===== src/rtl/i2s_serializer.sv =====
// I2S master serializer fed from the playback FIFO read port.
// Define I2S_SERIALIZER_REPEAT_EN to replay the last fetched word instead of silence.
module i2s_serializer #(
  parameter int CLK_DIV = 4
) (
  input  logic        clk,
  input  logic        reset_n,
  input  logic        enable,
  input  logic [63:0] playback_fifo_data,
  input  logic        playback_fifo_empty,
  output logic        playback_fifo_read,
  output logic        playback_fifo_clk,
  output logic        i2s_bclk,
  output logic        i2s_lrck,
  output logic        i2s_sdata,
  output logic        frame_start,
  output logic        underrun
);

  localparam logic [7:0] DIV_LAST = 8'(CLK_DIV - 1);

  logic [7:0]  div_cnt;
  logic [5:0]  bit_cnt;
  logic [5:0]  bit_nxt;
  logic [63:0] shift_q;
  logic [63:0] hold_q;
  logic [63:0] load_word;
  logic        cap_pend;
  logic        div_wrap;
  logic        fall;

  assign playback_fifo_clk = clk;
  assign div_wrap = (div_cnt == DIV_LAST);
  assign fall     = div_wrap & i2s_bclk;
  assign bit_nxt  = bit_cnt + 6'd1;

`ifdef I2S_SERIALIZER_REPEAT_EN
  // hold_q keeps the last fetched word, so a missed fetch replays it
  assign load_word = {hold_q[31:0], hold_q[63:32]};
`else
  logic hold_valid;
  assign load_word = hold_valid ? {hold_q[31:0], hold_q[63:32]} : 64'h0;
`endif

  always_ff @(posedge clk or negedge reset_n) begin
    if (!reset_n) begin
      div_cnt            <= 8'd0;
      bit_cnt            <= 6'd63;
      shift_q            <= 64'h0;
      hold_q             <= 64'h0;
      cap_pend           <= 1'b0;
      i2s_bclk           <= 1'b1;
      i2s_lrck           <= 1'b1;
      i2s_sdata          <= 1'b0;
      playback_fifo_read <= 1'b0;
      frame_start        <= 1'b0;
      underrun           <= 1'b0;
`ifndef I2S_SERIALIZER_REPEAT_EN
      hold_valid         <= 1'b0;
`endif
    end else begin
      playback_fifo_read <= 1'b0;
      frame_start        <= 1'b0;
      underrun           <= 1'b0;
      // q is valid the cycle after the FIFO samples rdreq
      cap_pend           <= playback_fifo_read;
      if (cap_pend) begin
        hold_q <= playback_fifo_data;
`ifndef I2S_SERIALIZER_REPEAT_EN
        hold_valid <= 1'b1;
`endif
      end

      div_cnt <= div_wrap ? 8'd0 : div_cnt + 8'd1;
      if (div_wrap)
        i2s_bclk <= ~i2s_bclk;

      if (fall) begin
        bit_cnt <= bit_nxt;
        if (bit_nxt == 6'd63)
          i2s_lrck <= 1'b0;
        else if (bit_nxt == 6'd31)
          i2s_lrck <= 1'b1;

        if (bit_nxt == 6'd0) begin
          shift_q     <= load_word;
          i2s_sdata   <= load_word[63];
          frame_start <= 1'b1;
`ifndef I2S_SERIALIZER_REPEAT_EN
          hold_valid  <= 1'b0;
`endif
        end else begin
          shift_q   <= {shift_q[62:0], 1'b0};
          i2s_sdata <= shift_q[62];
        end

        if (bit_nxt == 6'd62) begin
          if (enable && !playback_fifo_empty)
            playback_fifo_read <= 1'b1;
          else if (enable)
            underrun <= 1'b1;
        end
      end
    end
  end

endmodule


===== config.mk =====
export PLATFORM = sky130hd
export DESIGN_NAME = i2s_serializer
export DESIGN_NICKNAME = d
export VERILOG_FILES = /design/src/rtl/i2s_serializer.sv
export SDC_FILE = /design/constraint.sdc
export NUM_CORES = 1
export LEC_CHECK = 0
export ABC_AREA = 1
export CAP_MARGIN = 15
export CORE_MARGIN = 8
export CORE_UTILIZATION = 57
export DETAILED_ROUTE_END_ITERATION = 8
export GPL_TIMING_DRIVEN = 0
export HOLD_SLACK_MARGIN = 0.08
export PLACE_DENSITY = 0.8
export RECOVER_POWER = 100
export SLEW_MARGIN = 20
export SYNTH_ARGS = -nofsm -noshare
export SYNTH_HDL_FRONTEND = slang
export SYNTH_SLANG_ARGS = --single-unit

===== constraint.sdc =====
create_clock -name clk -period 2.29 [get_ports clk]
set_clock_uncertainty 0.15 [all_clocks]
set_input_delay 0.3435 -clock clk [delete_from_list [all_inputs] [get_ports clk]]
set_output_delay 0.3435 -clock clk [all_outputs]
set_load 0.03 [all_outputs]

### A small window of the routed layout

Window x 51 to 76, y 51 to 76 um. Cells in gray, sequential cells in the stronger gray; small squares are vias.
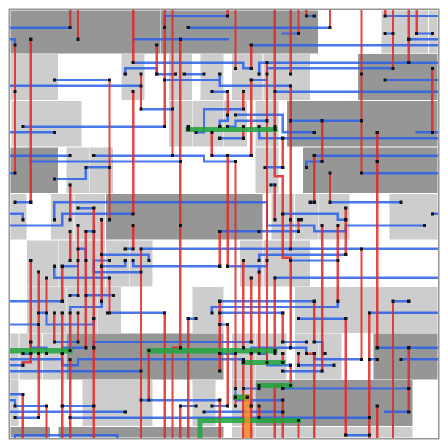
- blue: metal 1
- green: metal 3
- red: metal 2
- orange: metal 4
- most frequent: nand2_1 (14), dfrtp_1 (8)
- sequential cells in the window: 8
- netlist names of flops here include: shift_q (6), hold_q (2)
- cells with their middle in the window: 49

### Clock wires, drivers and flops

Scale: 4 px per um.
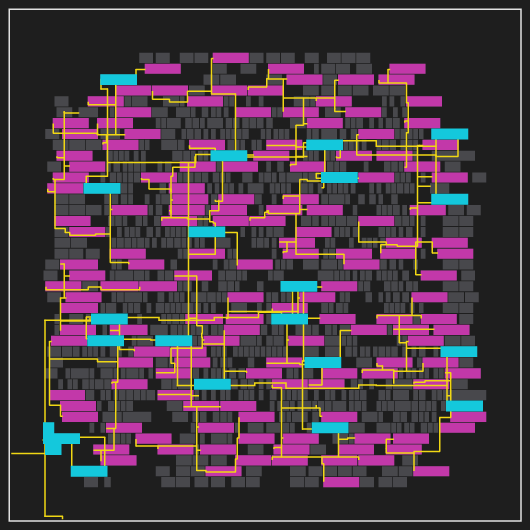
- yellow: clock wires (length 1830 um)
- cyan: clock drivers (count 22)
- magenta: flip-flops (count 149)
- flops lie: spread over the die

==> reports/results.txt <==
Result of the run: finished, final reports clean
Crit Path Class: clk -> out
Chain of cells forming the critical path: clkbuf_16, clkbuf_16, buf_4, clkdlybuf4s15_2
Commonest non-fill, non-tap cell in the layout: nand2_1
Total non-filler cell area in the finished layout: 8770 um^2
Switch Pwr: 1.16 mW
Overall power: 5.91 mW
Category of the worst setup path capture point: primary output
Seq. pwr: 2.63 mW
DRC violation total after the first TritonRoute iteration: 532
Depth of the worst register-to-register path: 9
Cells resized by post-CTS repair: 4
Post-CTS Repair Setup Buffers: 0
Count of fill cells added during filler insertion: 867
Top pwr grp: clock
Registers with the most flip-flops: hold_q x64, shift_q x63, div_cnt x8
Total wire length after detailed routing: 16.1 mm
Number of standard cells reported by yosys: 806
Area Growth Syn to Fin: 23.7%
Combinational cell fraction of total power: 2.9%
Most instantiated logic cells after routing: nand2_1, dfrtp_1, nand3_1, inv_1, clkdlybuf4s50_1
Clock transition at the registers of the reported paths: 0.06 ns
Hold path start: enable
Mapped Avg Cell Area: 8.80 um^2
Most numerous cell in the Yosys netlist: nand2_1
Share of the yosys chip area belonging to registers: 52.7%
Setup TNS: 0 ns
Number of flip-flops in the largest register: 64
Flip-flop and latch share of the layout cell area: 42.6%
Ratio of cells with drive above 1 in the final layout: 15.9%
Post-CTS Hold Fix Bufs: 1
Crit path DAT: 1.78 ns
Slowest stage cell on the critical path: clkdlybuf4s15_2
Netlist area before placement: 7090 um^2
Final hold violation count: 0
Number of warnings issued by yosys: 0
Total congestion overflow: 0
Placed wire-length estimate after detailed placement: 10.8 mm
Count of endpoints failing setup in the final report: 0
Rows: 40
Family with the most delay on the worst path: buffers and inverters
Number of pins exceeding their max-slew limit in the final report: 0
Setup slack of the most critical reg-to-reg path: 0.10 ns
Endpoint of the most critical setup path: playback_fifo_clk
Mapped Cells: 806
IR Drop Worst-Case VDD: 0.000578 V
Core outline area: 12100 um^2
Relative area of non-clock buffer cells in the final design: 12.4%
Number of synthesized flops with an enable pin: 0
Plain + repair buffers: 127
DRC violations left: 0
Pin count of the biggest net entering global routing: 98
Endpoint of the worst hold path: playback_fifo_read$_DFF_PN0_
Worst-case hold slack: 0.247 ns
Number of nets at floorplan: 878
Via total after detailed routing: 5790
Overall die height: 128 um
Delay of the slowest cell on the worst path: 0.27 ns
Critical R2R Launch: div_cnt[0]$_DFF_PN0_
Design internal power: 4.75 mW
Startpoint class of the critical path: clock port
Reported combinational group power: 0.170 mW
Sequential share of power: 44.6%
RSZ-0062 raised after global routing: true
FF+latch count: 149
Dominant cell area share: 49.7%
Antenna diode count: 0
Die Outline Area: 16300 um^2
Number of standard cells in the layout, taps in and fillers out: 1090
Most instantiated flip-flop cell in the synthesis netlist: dfrtp_1
Multi-input comb cells: 526
Max-cap viol count: 0
Flops out of synthesis: 149
Leakage power of the design: 4.56 nW
Total power per unit cell area: 674 nW/um^2
Wire length of the first global-routing pass: 27.6 mm
Transition time at the pin with the least slew margin: 1.31 ns
Post-layout utilization of the core: 72.7%
Part of the total power dissipated in the clock network: 52.6%
Number of buffer and inverter instances along the worst setup path: 4
Power in the clock group: 3.11 mW
Top cells by area: dfrtp_1, nand2_1, mux2_2, nand3_1, inv_1
Max FO, Critical Path: 2
Average detailed-routed wire length per instance: 14.8 um
Clock tree cell share of total cell area: 7.67%
Fp util: 58.8%
Largest contributor to cell area by class: registers
Vias in the first global route: 5996
Die width: 128 um
Distinct lib cells: 28
[per-layer routing]
metal	GRT usage, %	share of wire, %
met1	24.8	42
met2	35.2	51
met3	5.91	5.0
met4	9.38	2.0
met5	0	0
[kinds of logic after synthesis]
logic type / share of synthesized area [%]
flip-flops: 52.7
adder cells (fa/ha/maj): 0.705
AND/OR/NAND/NOR: 26.7
buffers and inverters: 8.61
XOR/XNOR: 0.617
multiplexers: 10.2
AND-OR/OR-AND: 0.529
[worst reg2reg max path, delay by kind of cell, from the launching register on]
| family | cells | cell delay [ns] |
|---|---|---|
| buf+inv | 2 | 0.44 |
| simple gates | 6 | 0.92 |
| flops | 1 | 0.36 |
| fa+ha+maj | 1 | 0.21 |
Power and IR drop assume default switching activity.
